<file path="src/rtl/muldiv_pkg.sv">
// Shared definitions for the iterative RV32M multiply/divide unit:
// op encodings, FSM states and small op-class helpers.
package muldiv_pkg;

  localparam int MD_XLEN = 32;

  typedef enum logic [2:0] {
    MD_MUL    = 3'b000,
    MD_MULH   = 3'b001,
    MD_MULHSU = 3'b010,
    MD_MULHU  = 3'b011,
    MD_DIV    = 3'b100,
    MD_DIVU   = 3'b101,
    MD_REM    = 3'b110,
    MD_REMU   = 3'b111
  } md_op_e;

  typedef enum logic [1:0] {
    ST_IDLE,
    ST_CALC,
    ST_FIX,
    ST_DONE
  } md_state_e;

  function automatic logic md_a_signed(input md_op_e op);
    return op inside {MD_MULH, MD_MULHSU, MD_DIV, MD_REM};
  endfunction

  function automatic logic md_b_signed(input md_op_e op);
    return op inside {MD_MULH, MD_DIV, MD_REM};
  endfunction

  function automatic logic md_is_div(input md_op_e op);
    return op inside {MD_DIV, MD_DIVU, MD_REM, MD_REMU};
  endfunction

  function automatic logic md_is_rem(input md_op_e op);
    return op inside {MD_REM, MD_REMU};
  endfunction

  // Ops whose result is the upper product half or the remainder.
  function automatic logic md_sel_hi(input md_op_e op);
    return op inside {MD_MULH, MD_MULHSU, MD_MULHU, MD_REM, MD_REMU};
  endfunction

endpackage

</file>
<file path="src/rtl/muldiv_sign_fix.sv">
// Conditional two's-complement negation of a word pair, either as two
// independent XLEN words or as one 2*XLEN word (wide=1).
module muldiv_sign_fix
  import muldiv_pkg::*;
#(
  parameter int XLEN = MD_XLEN
) (
  input  logic            wide,
  input  logic [XLEN-1:0] hi_i,
  input  logic [XLEN-1:0] lo_i,
  input  logic            neg_hi,
  input  logic            neg_lo,
  output logic [XLEN-1:0] hi_o,
  output logic [XLEN-1:0] lo_o
);

  logic [2*XLEN-1:0] cat;
  logic [2*XLEN-1:0] cat_n;
  logic [XLEN-1:0]   hi_n;
  logic [XLEN-1:0]   lo_n;

  always_comb begin
    cat   = {hi_i, lo_i};
    cat_n = -cat;
    hi_n  = -hi_i;
    lo_n  = -lo_i;
    if (wide) begin
      {hi_o, lo_o} = neg_hi ? cat_n : cat;
    end else begin
      hi_o = neg_hi ? hi_n : hi_i;
      lo_o = neg_lo ? lo_n : lo_i;
    end
  end

endmodule

</file>
<file path="src/rtl/muldiv_unit.sv">
// Iterative RV32M multiply/divide: shift-add multiply and restoring
// divide, one bit per cycle, corner cases resolved at issue.
module muldiv_unit
  import muldiv_pkg::*;
#(
  parameter int XLEN = MD_XLEN
) (
  input  logic            clk,
  input  logic            rst,
  input  logic            start,
  input  logic            flush,
  input  logic [2:0]      op,
  input  logic [XLEN-1:0] a,
  input  logic [XLEN-1:0] b,
  output logic            busy,
  output logic            done,
  output logic [XLEN-1:0] result
);

  localparam int CW = $clog2(XLEN);
  localparam int DW = 2 * XLEN;
  localparam logic [CW-1:0] CNT_LAST = CW'(XLEN - 1);
  localparam logic [XLEN-1:0] SMIN = {1'b1, {(XLEN-1){1'b0}}};
  localparam logic [XLEN-1:0] ONES = '1;

  md_state_e       state_q, state_d;
  md_op_e          op_q, op_d;
  logic [CW-1:0]   cnt_q, cnt_d;
  logic [DW-1:0]   acc_q, acc_d;
  logic [DW-1:0]   opa_q, opa_d;
  logic [XLEN-1:0] opb_q, opb_d;
  logic [XLEN:0]   rem_q, rem_d;
  logic [XLEN-1:0] res_q, res_d;
  logic            neg_res_q, neg_res_d;
  logic            neg_rem_q, neg_rem_d;
  logic            busy_q, busy_d;
  logic            done_q, done_d;

  md_op_e          op_in;
  logic            a_neg, b_neg;
  logic [XLEN-1:0] mag_a, mag_b;
  logic            div_zero, div_ovf;
  logic [XLEN-1:0] special_res;

  logic            is_div_q;
  logic [XLEN-1:0] fix_hi_in, fix_lo_in;
  logic [XLEN-1:0] fix_hi, fix_lo;
  logic [XLEN-1:0] fix_sel;

  logic [XLEN+1:0] rem_sh, diff;
  logic            q_bit;

  assign op_in = md_op_e'(op);
  assign a_neg = md_a_signed(op_in) & a[XLEN-1];
  assign b_neg = md_b_signed(op_in) & b[XLEN-1];

  muldiv_sign_fix #(.XLEN(XLEN)) u_pre (
    .wide   (1'b0),
    .hi_i   (a),
    .lo_i   (b),
    .neg_hi (a_neg),
    .neg_lo (b_neg),
    .hi_o   (mag_a),
    .lo_o   (mag_b)
  );

  always_comb begin
    div_zero = md_is_div(op_in) && (b == '0);
    div_ovf  = (op_in inside {MD_DIV, MD_REM})
               && (a == SMIN) && (b == ONES);
    if (div_zero) begin
      special_res = md_is_rem(op_in) ? a : ONES;
    end else begin
      special_res = md_is_rem(op_in) ? '0 : SMIN;
    end
  end

  assign is_div_q  = md_is_div(op_q);
  assign fix_hi_in = is_div_q ? rem_q[XLEN-1:0] : acc_q[DW-1:XLEN];
  assign fix_lo_in = is_div_q ? opa_q[XLEN-1:0] : acc_q[XLEN-1:0];

  // Remainder follows the dividend sign; quotient/product the xor.
  muldiv_sign_fix #(.XLEN(XLEN)) u_post (
    .wide   (!is_div_q),
    .hi_i   (fix_hi_in),
    .lo_i   (fix_lo_in),
    .neg_hi (is_div_q ? neg_rem_q : neg_res_q),
    .neg_lo (neg_res_q),
    .hi_o   (fix_hi),
    .lo_o   (fix_lo)
  );

  assign fix_sel = md_sel_hi(op_q) ? fix_hi : fix_lo;

  // Restoring step; the extra top bit carries the trial sign.
  assign rem_sh = {rem_q, opa_q[XLEN-1]};
  assign diff   = rem_sh - {2'b00, opb_q};
  assign q_bit  = !diff[XLEN+1];

  always_comb begin
    state_d   = state_q;
    op_d      = op_q;
    cnt_d     = cnt_q;
    acc_d     = acc_q;
    opa_d     = opa_q;
    opb_d     = opb_q;
    rem_d     = rem_q;
    res_d     = res_q;
    neg_res_d = neg_res_q;
    neg_rem_d = neg_rem_q;

    unique case (state_q)
      ST_IDLE: begin
        if (start && !flush) begin
          op_d      = op_in;
          cnt_d     = '0;
          acc_d     = '0;
          rem_d     = '0;
          opa_d     = {{XLEN{1'b0}}, mag_a};
          opb_d     = mag_b;
          neg_res_d = a_neg ^ b_neg;
          neg_rem_d = a_neg;
          if (div_zero || div_ovf) begin
            res_d   = special_res;
            state_d = ST_DONE;
          end else begin
            state_d = ST_CALC;
          end
        end
      end
      ST_CALC: begin
        if (is_div_q) begin
          rem_d = q_bit ? diff[XLEN:0] : rem_sh[XLEN:0];
          opa_d = {opa_q[DW-1:XLEN], opa_q[XLEN-2:0], q_bit};
        end else begin
          if (opb_q[0]) begin
            acc_d = acc_q + opa_q;
          end
          opa_d = opa_q << 1;
          opb_d = opb_q >> 1;
        end
        if (cnt_q == CNT_LAST) begin
          state_d = ST_FIX;
        end else begin
          cnt_d = cnt_q + 1'b1;
        end
      end
      ST_FIX: begin
        res_d   = fix_sel;
        state_d = ST_DONE;
      end
      ST_DONE: begin
        state_d = ST_IDLE;
      end
    endcase

    if (flush) begin
      state_d = ST_IDLE;
      res_d   = res_q;
    end

    busy_d = (state_d != ST_IDLE);
    done_d = (state_d == ST_DONE);
  end

  always_ff @(posedge clk) begin
    if (rst) begin
      state_q   <= ST_IDLE;
      op_q      <= MD_MUL;
      cnt_q     <= '0;
      acc_q     <= '0;
      opa_q     <= '0;
      opb_q     <= '0;
      rem_q     <= '0;
      res_q     <= '0;
      neg_res_q <= 1'b0;
      neg_rem_q <= 1'b0;
      busy_q    <= 1'b0;
      done_q    <= 1'b0;
    end else begin
      state_q   <= state_d;
      op_q      <= op_d;
      cnt_q     <= cnt_d;
      acc_q     <= acc_d;
      opa_q     <= opa_d;
      opb_q     <= opb_d;
      rem_q     <= rem_d;
      res_q     <= res_d;
      neg_res_q <= neg_res_d;
      neg_rem_q <= neg_rem_d;
      busy_q    <= busy_d;
      done_q    <= done_d;
    end
  end

  assign busy   = busy_q;
  assign done   = done_q;
  assign result = res_q;

endmodule
</file>
<file path="config.mk">
export PLATFORM = sky130hd
export DESIGN_NAME = muldiv_unit
export DESIGN_NICKNAME = d
export VERILOG_FILES = /design/src/rtl/muldiv_pkg.sv /design/src/rtl/muldiv_sign_fix.sv /design/src/rtl/muldiv_unit.sv
export SDC_FILE = /design/constraint.sdc
export NUM_CORES = 1
export LEC_CHECK = 0
export CORE_MARGIN = 2
export CORE_UTILIZATION = 30
export DETAILED_ROUTE_END_ITERATION = 8
export GPL_TIMING_DRIVEN = 0
export PLACE_DENSITY = 0.47
export SYNTH_ARGS = -nofsm -noshare
export SYNTH_HDL_FRONTEND = slang
export SYNTH_SLANG_ARGS = --single-unit
</file>
<file path="constraint.sdc">
create_clock -name clk -period 10.3 [get_ports clk]
set_clock_uncertainty 0.2 [all_clocks]
set_input_delay 2.575 -clock clk [delete_from_list [all_inputs] [get_ports clk]]
set_output_delay 2.575 -clock clk [all_outputs]
set_load 0.05 [all_outputs]
</file>
Fig. 1: clock nets
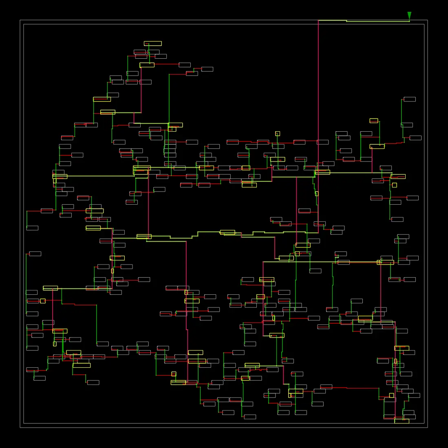
clk_lat worst skew: 590 ps
CTS buffer count: 31
CTS Sinks: 239
Clk. pwr: 0.00121 W

Fig. 2: the metal 3 layer
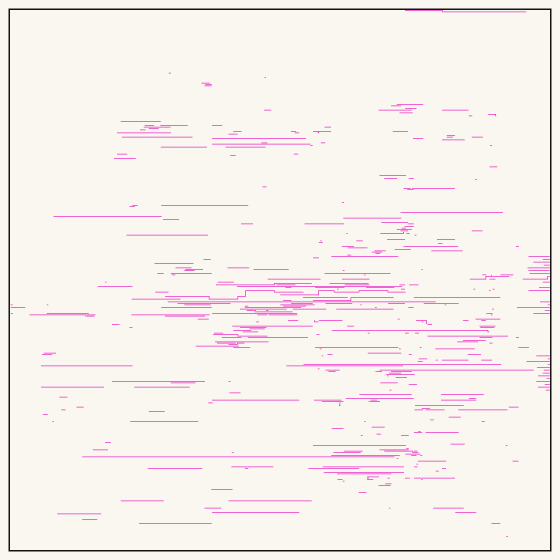
main direction: horizontal
nets with wire on the layer: 273
longest straight run: 149 um
share of all routed wire: 5.2%

cells in the final DEF, fill, tap and decap left out, types with 15 or more instances in the layout:
cell type	n
nor3b_1	24
nor2_1	269
o21ai_0	207
a211oi_1	50
or3_1	16
nand3_1	66
a31oi_1	28
nor2b_1	19
xor2_1	89
inv_1	69
nand2_1	279
o211ai_1	19
buf_2	21
clkbuf_16	31
clkbuf_1	112
mux2i_1	86
a22oi_1	65
o21a_1	23
nor3_1	85
a21o_1	56
o31ai_1	28
ha_1	102
dfxtp_1	239
and3_1	15
a21oi_1	263
o21bai_1	19
nor4_1	18
nand4_1	27
xnor2_1	103
clkdlybuf4s50_1	104
==> ci_impl_report.md <==
## Implementation flow summary

| Metric | Value |
|---|---|
| NonClk Buf Share | 0.07574 |
| PostCTS Resize Cnt | 0 |
| Post-synthesis mux area share | 0.04668 |
| Max Cap Viol | 0 |
| Horizontal die dimension | 258.3 um |
| Multi-input gate area | 13690 um^2 |
| Worst reg2reg setup slack | 3590 ps |
| FP Util | 0.3021 |
| Setup Buffers After CTS | 0 |
| Design Power | 0.002722 W |
| Tapcells | 855 |
| GRT Util Overall | 0.2494 |
| Syn_nets | 2796 |
| Clk cell area share | 0.04904 |
| Metal3 WL | 4450 um |
| M1 GR Usage | 0.3432 |
| FF/Latch Area | 4785 um^2 |
| Max Slew Vio Count | 0 |
| Avg Inst Size Synth | 7.404 um^2 |
| CP Data Required Time | 10530 ps |
| DP HPWL | 68750 um |
| Cell mode on critical path | buf_2 |
| Layout area overhead | 16.62% |
| CTS Hold Buffers Added | 0 |
| Inverters | 70 |
| Drt wl/cell | 23.61 um |
| Ys cells | 2621 |
| Combinational fraction of design power | 0.196 |
| Clock buffers | 41 |
| Area-dominant cell class after layout | logic gates |
| Final instance area | 22630 um^2 |
| Share of cells above drive strength 1 | 0.04851 |
| PD cells | 120.3 nW/um^2 |
| Clk slew on worst S/H paths | 70 ps |
| Port Buffers | 104 |
| Hold slack | 243.5 ps |
| Synthesized area | 19410 um^2 |
| OpenROAD warning count | 27 |
| Setup Slack @ Placement | 3383 ps |
| M3 GR Usage | 0.02700 |
| Dpl cells | 3581 |
| Hold path start | result[10]$_SDFFE_PP0P_ |
| Seq_cells | 239 |
| CP Depth | 18 |
| Met1 wire length | 39740 um |
| R2R cell count | 18 |
| Syn Inst Count | 2621 |
| Crit path max fanout | 10 |
| Yosys top cell by area | dfxtp_1 |
| Critical-path top delay cell | clkbuf_1 |
| Leakage Power | 8.435 nW |
| Bufs on Longest Clock Path | 3 |
| Largest net degree at the start of global routing | 15 |
| Sequential power share | 0.359 |
| Top flop regs | acc_q x64, opa_q x64, rem_q x33 |
| NetSw | 0.0008521 W |
| Vias | 20789 |
| DIE AREA | 66740 um^2 |
| Netlist cell types | 91 |
| Adder Share, Synth | 0.06783 |
| RSZ-0062 raised after global routing | false |
| DRT Pass-1 Iters | 7 |
| Die Ht | 258.3 um |
| Total gr overflow | 0 |
| WP data arrival | 6950 ps |
| CTS tree | built |
| Switching share of power | 0.3131 |
| Share of total power in the clock network | 0.444 |
| Remaining antenna violation count | 0 |
| Sequential element share of the synthesized area | 0.2466 |
| Hold Path Sink | result[10]$_SDFFE_PP0P_ |
| Yosys top cell area share | 0.2466 |
| Top-count cell post-synth | nand2_1 |
| Yosys Warn Count | 0 |
| Outcome | complete, no violations |
| TNS Setup | 0 ps |
| Sequential logic power | 0.000978 W |
| Met2 routed WL | 38790 um |
| Busiest layer in global routing | met2 |
| Synth top area cells | dfxtp_1, a21oi_1, ha_1 |
| Setup ws final | 3586 ps |
| Fillcell total | 6955 |
| Crit Path Class | flop to flop |
| Final min period | 6714 ps |
| Post-synth EDFFs | 0 |
| CTS H-tree lvls | 1 |
| Worst Setup End Kind | flop |
| Gp weighted congestion | 0.9784 |
| Peak supply drop | 0.1056 mV |
| Post-route insts no fill | 3638 |
| Maximum clock rate | 148.9 MHz |
| Root Buffer | clkbuf_16 |
| First-pass GRT wire length | 127400 um |
| Number of setup violations in the final report | 0 |
| Critical Path Max Stage Delay | 620 ps |
| Simple share | 0.2134 |
| Placement Cell Area | 21520 um^2 |
| Signal buffers | 257 |
| Chip Area, Yosys | 19410 um^2 |
| Slew headroom | 0.2622 |
| P_int | 0.001870 W |
| Critical Path Start | op_q[2]$_SDFFE_PP0P_ |
| Worst path cell trace | buf_2, buf_2, buf_2, buf_2, buf_4, buf_2, clkbuf_1, mux2i_1, ha_1, o21ai_0, or2_2, nor2_1, nand2b_1, nor3_1, a31oi_1, xnor2_1, a211oi_1, nor3_1 |
| Number of logic gates | 2160 |
| Top sig layer | met4 |
| Buf/Inv on CP | 7 |
| DR vias/cell | 5.714 |
| Async S/R FF share, synth | 0 |
| Top cells by count | nand2_1, nor2_1, a21oi_1 |
| M2 GR Usage | 0.4067 |
| Critical R2R Capture | result[30]$_SDFFE_PP0P_ |
| Min-delay worst type | flop to flop |
| DRC Markers | 0 |
| Setup crit end | result[30]$_SDFFE_PP0P_ |
| Number of global-route vias before repair | 19880 |
| Hold path depth | 2 |
| Comb area share | 0.6049 |
| Site Rows | 93 |
| XOR/XNOR Fraction of Synth Area | 0.08665 |
| Sequential cell area share | 0.2114 |
| P_comb | 0.000534 W |
| Most used flip-flop cell | dfxtp_1 |
| Worst-margin pin slew | 1095 ps |
| Nets@finish | 2934 |
| Yosys aoi share | 0.2909 |
| Antenna cell count | 0 |
| Iter 0 DRT Violations | 2140 |
| Crit-path leading delay family | buffers and inverters |
Power is estimated from default activity; no workload was simulated.
